==> src/rtl/maxnet_pkg.sv <==
// Shared constants and types for the Maxnet sequencing controller.
package maxnet_pkg;

   localparam int N_DEF      = 4;
   localparam int ITER_W_DEF = 8;

   function automatic int idx_width(input int n);
      return (n > 1) ? $clog2(n) : 1;
   endfunction

   localparam int IDX_W_DEF = idx_width(N_DEF);

   typedef enum logic [2:0] {
      ST_IDLE   = 3'd0,
      ST_LOAD   = 3'd1,
      ST_CALC   = 3'd2,
      ST_UPDATE = 3'd3,
      ST_CHECK  = 3'd4,
      ST_DONE   = 3'd5
   } maxnet_state_e;

endpackage

==> src/rtl/maxnet_winner_detect.sv <==
// Combinational survivor detection: popcount <= 1 and lowest set index of nz flags.
module maxnet_winner_detect
   import maxnet_pkg::*;
#(
   parameter  int N     = N_DEF,
   localparam int IDX_W = idx_width(N)
) (
   input  logic [N-1:0]     i_nz_flags,
   output logic             o_le_one,
   output logic [IDX_W-1:0] o_lowest_idx
);

   // Clearing the lowest set bit leaves zero only when at most one bit was set.
   assign o_le_one = ((i_nz_flags & (i_nz_flags - N'(1))) == '0);

   always_comb begin
      o_lowest_idx = '0;
      for (int j = N - 1; j >= 0; j--) begin
         if (i_nz_flags[j]) o_lowest_idx = IDX_W'(j);
      end
   end

endmodule

==> src/rtl/maxnet_controller.sv <==
// Maxnet sequencing FSM: load N activations, iterate compute/update/check until one survives.
// Optional iteration limit enabled by defining MAXNET_ITER_LIMIT_EN.
//
// state  | meaning
// IDLE   | waiting for a start rising edge
// LOAD   | streaming N activations from input memory
// CALC   | datapath computes next activations
// UPDATE | next activations latched, iteration counted
// CHECK  | survivors evaluated, decide to stop or iterate
// DONE   | results held until next start rising edge
module maxnet_controller
   import maxnet_pkg::*;
#(
   parameter  int N        = N_DEF,
   parameter  int ITER_W   = ITER_W_DEF,
   parameter  int MAX_ITER = 255,
   localparam int IDX_W    = idx_width(N)
) (
   input  logic              i_clk,
   input  logic              i_rst,
   input  logic              i_start,
   input  logic [N-1:0]      i_nz_flags,
   output logic [IDX_W-1:0]  o_mem_addr,
   output logic              o_ld_init,
   output logic              o_calc_en,
   output logic              o_ld_update,
   output logic [ITER_W-1:0] o_iter_count,
   output logic [IDX_W-1:0]  o_winner,
   output logic              o_busy,
   output logic              o_done,
   output logic              o_timeout
);

   localparam logic [2:0] S_IDLE   = ST_IDLE;
   localparam logic [2:0] S_LOAD   = ST_LOAD;
   localparam logic [2:0] S_CALC   = ST_CALC;
   localparam logic [2:0] S_UPDATE = ST_UPDATE;
   localparam logic [2:0] S_CHECK  = ST_CHECK;
   localparam logic [2:0] S_DONE   = ST_DONE;

   if (N < 2) begin : g_bad_n
      $error("maxnet_controller: N must be at least 2");
   end
   if (MAX_ITER < 1 || MAX_ITER > (2 ** ITER_W) - 1) begin : g_bad_max_iter
      $error("maxnet_controller: MAX_ITER must fit in ITER_W bits and be nonzero");
   end

   logic [2:0]        r_state;
   logic              r_start_q;
   logic [IDX_W-1:0]  r_mem_addr;
   logic [ITER_W-1:0] r_iter_count;
   logic [IDX_W-1:0]  r_winner;
   logic              r_timeout;

   logic              w_start_rise;
   logic              w_le_one;
   logic [IDX_W-1:0]  w_lowest_idx;
   logic              w_at_limit;

   assign w_start_rise = i_start & ~r_start_q;

   maxnet_winner_detect #(
      .N (N)
   ) u_winner_detect (
      .i_nz_flags   (i_nz_flags),
      .o_le_one     (w_le_one),
      .o_lowest_idx (w_lowest_idx)
   );

`ifdef MAXNET_ITER_LIMIT_EN
   assign w_at_limit = (r_iter_count == ITER_W'(MAX_ITER));
`else
   assign w_at_limit = 1'b0;
`endif

   always_ff @(posedge i_clk or posedge i_rst) begin
      if (i_rst) begin
         r_state      <= S_IDLE;
         r_start_q    <= 1'b0;
         r_mem_addr   <= '0;
         r_iter_count <= '0;
         r_winner     <= '0;
         r_timeout    <= 1'b0;
      end else begin
         r_start_q <= i_start;
         case (r_state)
            S_IDLE, S_DONE: begin
               if (w_start_rise) begin
                  r_state      <= S_LOAD;
                  r_mem_addr   <= '0;
                  r_iter_count <= '0;
                  r_winner     <= '0;
                  r_timeout    <= 1'b0;
               end
            end
            S_LOAD: begin
               if (r_mem_addr == IDX_W'(N - 1)) begin
                  r_state    <= S_CALC;
                  r_mem_addr <= '0;
               end else begin
                  r_mem_addr <= r_mem_addr + 1'b1;
               end
            end
            S_CALC: r_state <= S_UPDATE;
            S_UPDATE: begin
               if (r_iter_count != '1) r_iter_count <= r_iter_count + 1'b1;
               r_state <= S_CHECK;
            end
            S_CHECK: begin
               // Convergence takes priority over the iteration limit.
               if (w_le_one) begin
                  r_state  <= S_DONE;
                  r_winner <= w_lowest_idx;
               end else if (w_at_limit) begin
                  r_state   <= S_DONE;
                  r_winner  <= w_lowest_idx;
                  r_timeout <= 1'b1;
               end else begin
                  r_state <= S_CALC;
               end
            end
            default: r_state <= S_IDLE;
         endcase
      end
   end

   assign o_mem_addr   = r_mem_addr;
   assign o_ld_init    = (r_state == S_LOAD);
   assign o_calc_en    = (r_state == S_CALC);
   assign o_ld_update  = (r_state == S_UPDATE);
   assign o_iter_count = r_iter_count;
   assign o_winner     = r_winner;
   assign o_busy       = (r_state != S_IDLE) && (r_state != S_DONE);
   assign o_done       = (r_state == S_DONE);
   assign o_timeout    = r_timeout;

endmodule

==> config.mk <==
export PLATFORM = sky130hd
export DESIGN_NAME = maxnet_controller
export DESIGN_NICKNAME = d
export VERILOG_FILES = /design/src/rtl/maxnet_pkg.sv /design/src/rtl/maxnet_winner_detect.sv /design/src/rtl/maxnet_controller.sv
export SDC_FILE = /design/constraint.sdc
export NUM_CORES = 1
export LEC_CHECK = 0
export CAP_MARGIN = 10
export CORE_MARGIN = 2
export CORE_UTILIZATION = 30
export CTS_CLUSTER_DIAMETER = 150
export DETAILED_ROUTE_END_ITERATION = 10
export GPL_TIMING_DRIVEN = 1
export PLACE_DENSITY_LB_ADDON = 0.15
export SKIP_CTS_REPAIR_TIMING = 1
export SYNTH_ARGS = -nofsm -noshare
export SYNTH_HDL_FRONTEND = slang
export SYNTH_HIERARCHICAL = 1
export SYNTH_SLANG_ARGS = --single-unit
==> constraint.sdc <==
create_clock -name i_clk -period 3.9 [get_ports i_clk]
set_input_delay 0.585 -clock i_clk [delete_from_list [all_inputs] [get_ports i_clk]]
set_output_delay 0.585 -clock i_clk [all_outputs]
set_load 0.02 [all_outputs]
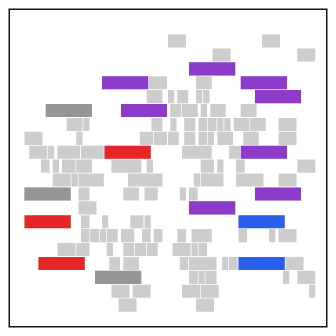
(where the registers sit)
colour	name in the netlist	sequential cells
purple	o_iter_count	8
blue	o_winner	2
red	r_state	3
not coloured	3
P_seq: 0.000293 W
fin util: 41.2%
fraction of area in registers: 31.1%
storage element area: 400 um^2

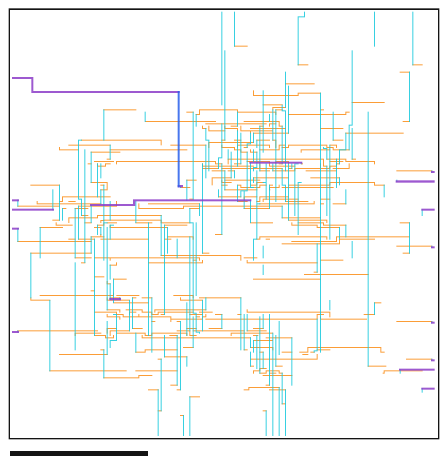
(wiring by layer)
Bar = 20 um.
colour	layer	wire length
orange	M1	1070 um
blue	M4	13.6 um
cyan	M2	900 um
purple	M3	80.7 um
Total Routed Length: 2.07 mm
via count: 835
WL/cell: 12.0 um
overall routing resource usage: 11.9%

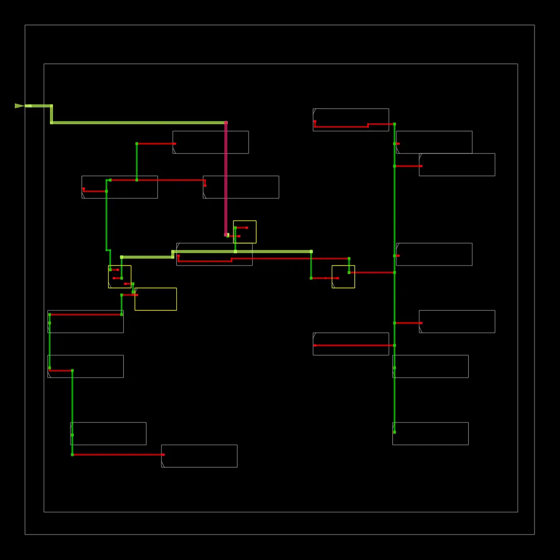
(clock routing)
Seq cells: 16
Power Clock: 0.000114 W

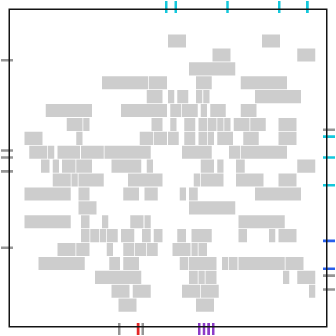
(ports around the boundary)
Pins as bars across the die edge, other pins in grey.
colour	port	pins	direction	edge
cyan	o_iter_count	8	output	5 top, 3 right
red	o_done	1	output	bottom
purple	i_nz_flags	4	input	bottom
blue	o_winner	2	output	right
input/output buffers: 23
Die Y-Extent: 61.8 um

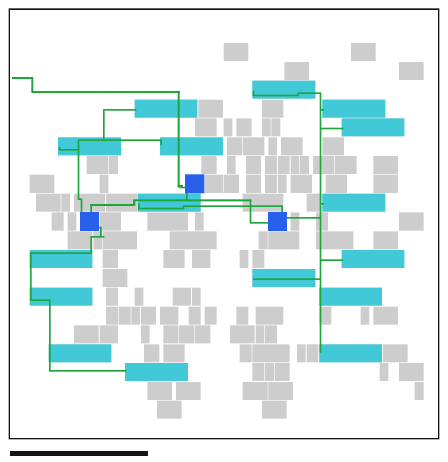
(clock wires, drivers and flops)
Bar = 20 um.
[green] clock wires | length: 256 um
[cyan] flip-flops | count: 16
[blue] clock-net drivers | count: 3
routed clock nets	4
final setup skew: 0.00359 ns
Clk network pwr share: 13.5%
clk_lat worst skew: 0.29 ns

-- critical path, cell delays in order (launching register included) --
cell	delay, ns
dfrtp_1	0.63
nand3b_1	0.40
inv_1	0.23
clkdlybuf4s50_1	0.63
-- cell usage after synthesis (2+ instances only) --
cell,n
dfrtp_1,16
nor2_1,12
nand2_1,9
a22o_1,6
o21ai_0,6
a21oi_1,5
inv_1,5
nand3_1,5
buf_2,3
nor2b_1,3
o22ai_1,3
a21o_1,2
ha_1,2
nand2b_1,2
xnor2_1,2
-- where the power goes --
group          switching [W]  internal (W)  total (W)
clock              0.0000568     0.0000569   0.000114
combinational       0.000209      0.000226   0.000435
sequential         0.0000817      0.000211   0.000293
total               0.000347      0.000494   0.000842
-- cells by family after synthesis --
family	share of synthesized area, %
other	0.374
flip-flops	39.9
adder cells (fa/ha/maj)	3.62
AND-OR/OR-AND	18.7
XOR/XNOR	4.24
buffers and inverters	5.61
AND/OR/NAND/NOR	25.1
multiplexers	2.49
-- worst max-delay path by stage --
stage                     startpoint  depth (start not counted)     endpoint
after floorplan           r_state[1]                          2    o_calc_en
after global placement    r_state[0]                          3  o_ld_update
after detailed placement  r_state[0]                          3  o_ld_update
after CTS                 r_state[0]                          3  o_ld_update
after global routing      r_state[0]                          3  o_ld_update
final                     r_state[0]                          3  o_ld_update
-- cell type report --
cell class              count  area share (%)
well taps                  44            4.28
clock buffers               4            2.82
repair buffers             23            17.9
multi-input cells          81            42.5
flip-flops and latches     16            31.1
inverters                   5            1.46
-- layout by cell type, fill, tap and decap left out, types with 3 or more instances in the layout --
master,synthesis,layout
dfrtp_1,16,16
inv_1,5,5
a21oi_1,5,5
a22o_1,6,6
nor2b_1,3,3
o21ai_0,6,6
nand3_1,5,5
nand2_1,9,9
clkbuf_4,0,3
nor2_1,12,12
clkdlybuf4s50_1,0,23
o22ai_1,3,3
-- per-stage QoR --
stage | setup WS [ns] | power (W)
4_1_cts | 1.14 | 0.000851
2_1_floorplan | 2.16 | 0.000589
6_report | 1.13 | 0.000842
5_1_grt | 0.970 | 0.000909
3_5_place_dp | 1.47 | 0.000733
3_3_place_gp | 1.52 | 0.000730
-- state kept, by name, summed over array words and instances, names as in the netlist --
signal	flops
r_start_q	1
r_state	3
o_iter_count	8
o_winner	2
o_mem_addr	2
-- routing by layer --
metal | vias up | global-route usage (%)
li1 | 422 | -
met2 | 20 | 18.2
met3 | 2 | 4.35
met5 | - | 0
met4 | 0 | 2.74
met1 | 391 | 16.2
==> impl_metrics.toml <==
# generated from flow reports
[route]
drc_errors = 0
route.met2.wl_um = 899

[clocking]
cts_root_buffer = "clkbuf_4"
cts_tree = "built"
cts_max_level = 1

[finish]
diodes = 0
post-route-cell-area_mm2 = 0.00129
syn_to_final_growth_pct = 28.3
layout-drive-gt1-share_pct = 9.30

[job]
warning_count = 26

[grt]
grt_overflow = 0
first_global_vias = 742

[die]
initCoreUtil_pct = 32.1

[worst_setup_path]
cp-end-kind = "output pin"
cp-start-kind = "flop"
r2r_end = "o_iter_count[0]"
rr_startpoint = "r_state[0]"

[power]
leakage_nw = 0.554

[logic_synthesis]
synth_warnings = 6
postSynthSeqShare_pct = 39.9
synth_area_leader_cell = "dfrtp_1"
ys_cells = 108

[timing]
finalClockPeriodUsage_pct = 71.2
setup_tns_ns = 0
final.min_clock_period_ns = 2.77

[outcome]
outcome = "finished clean"
No activity file was given, so power comes from the tool's default toggle rates.
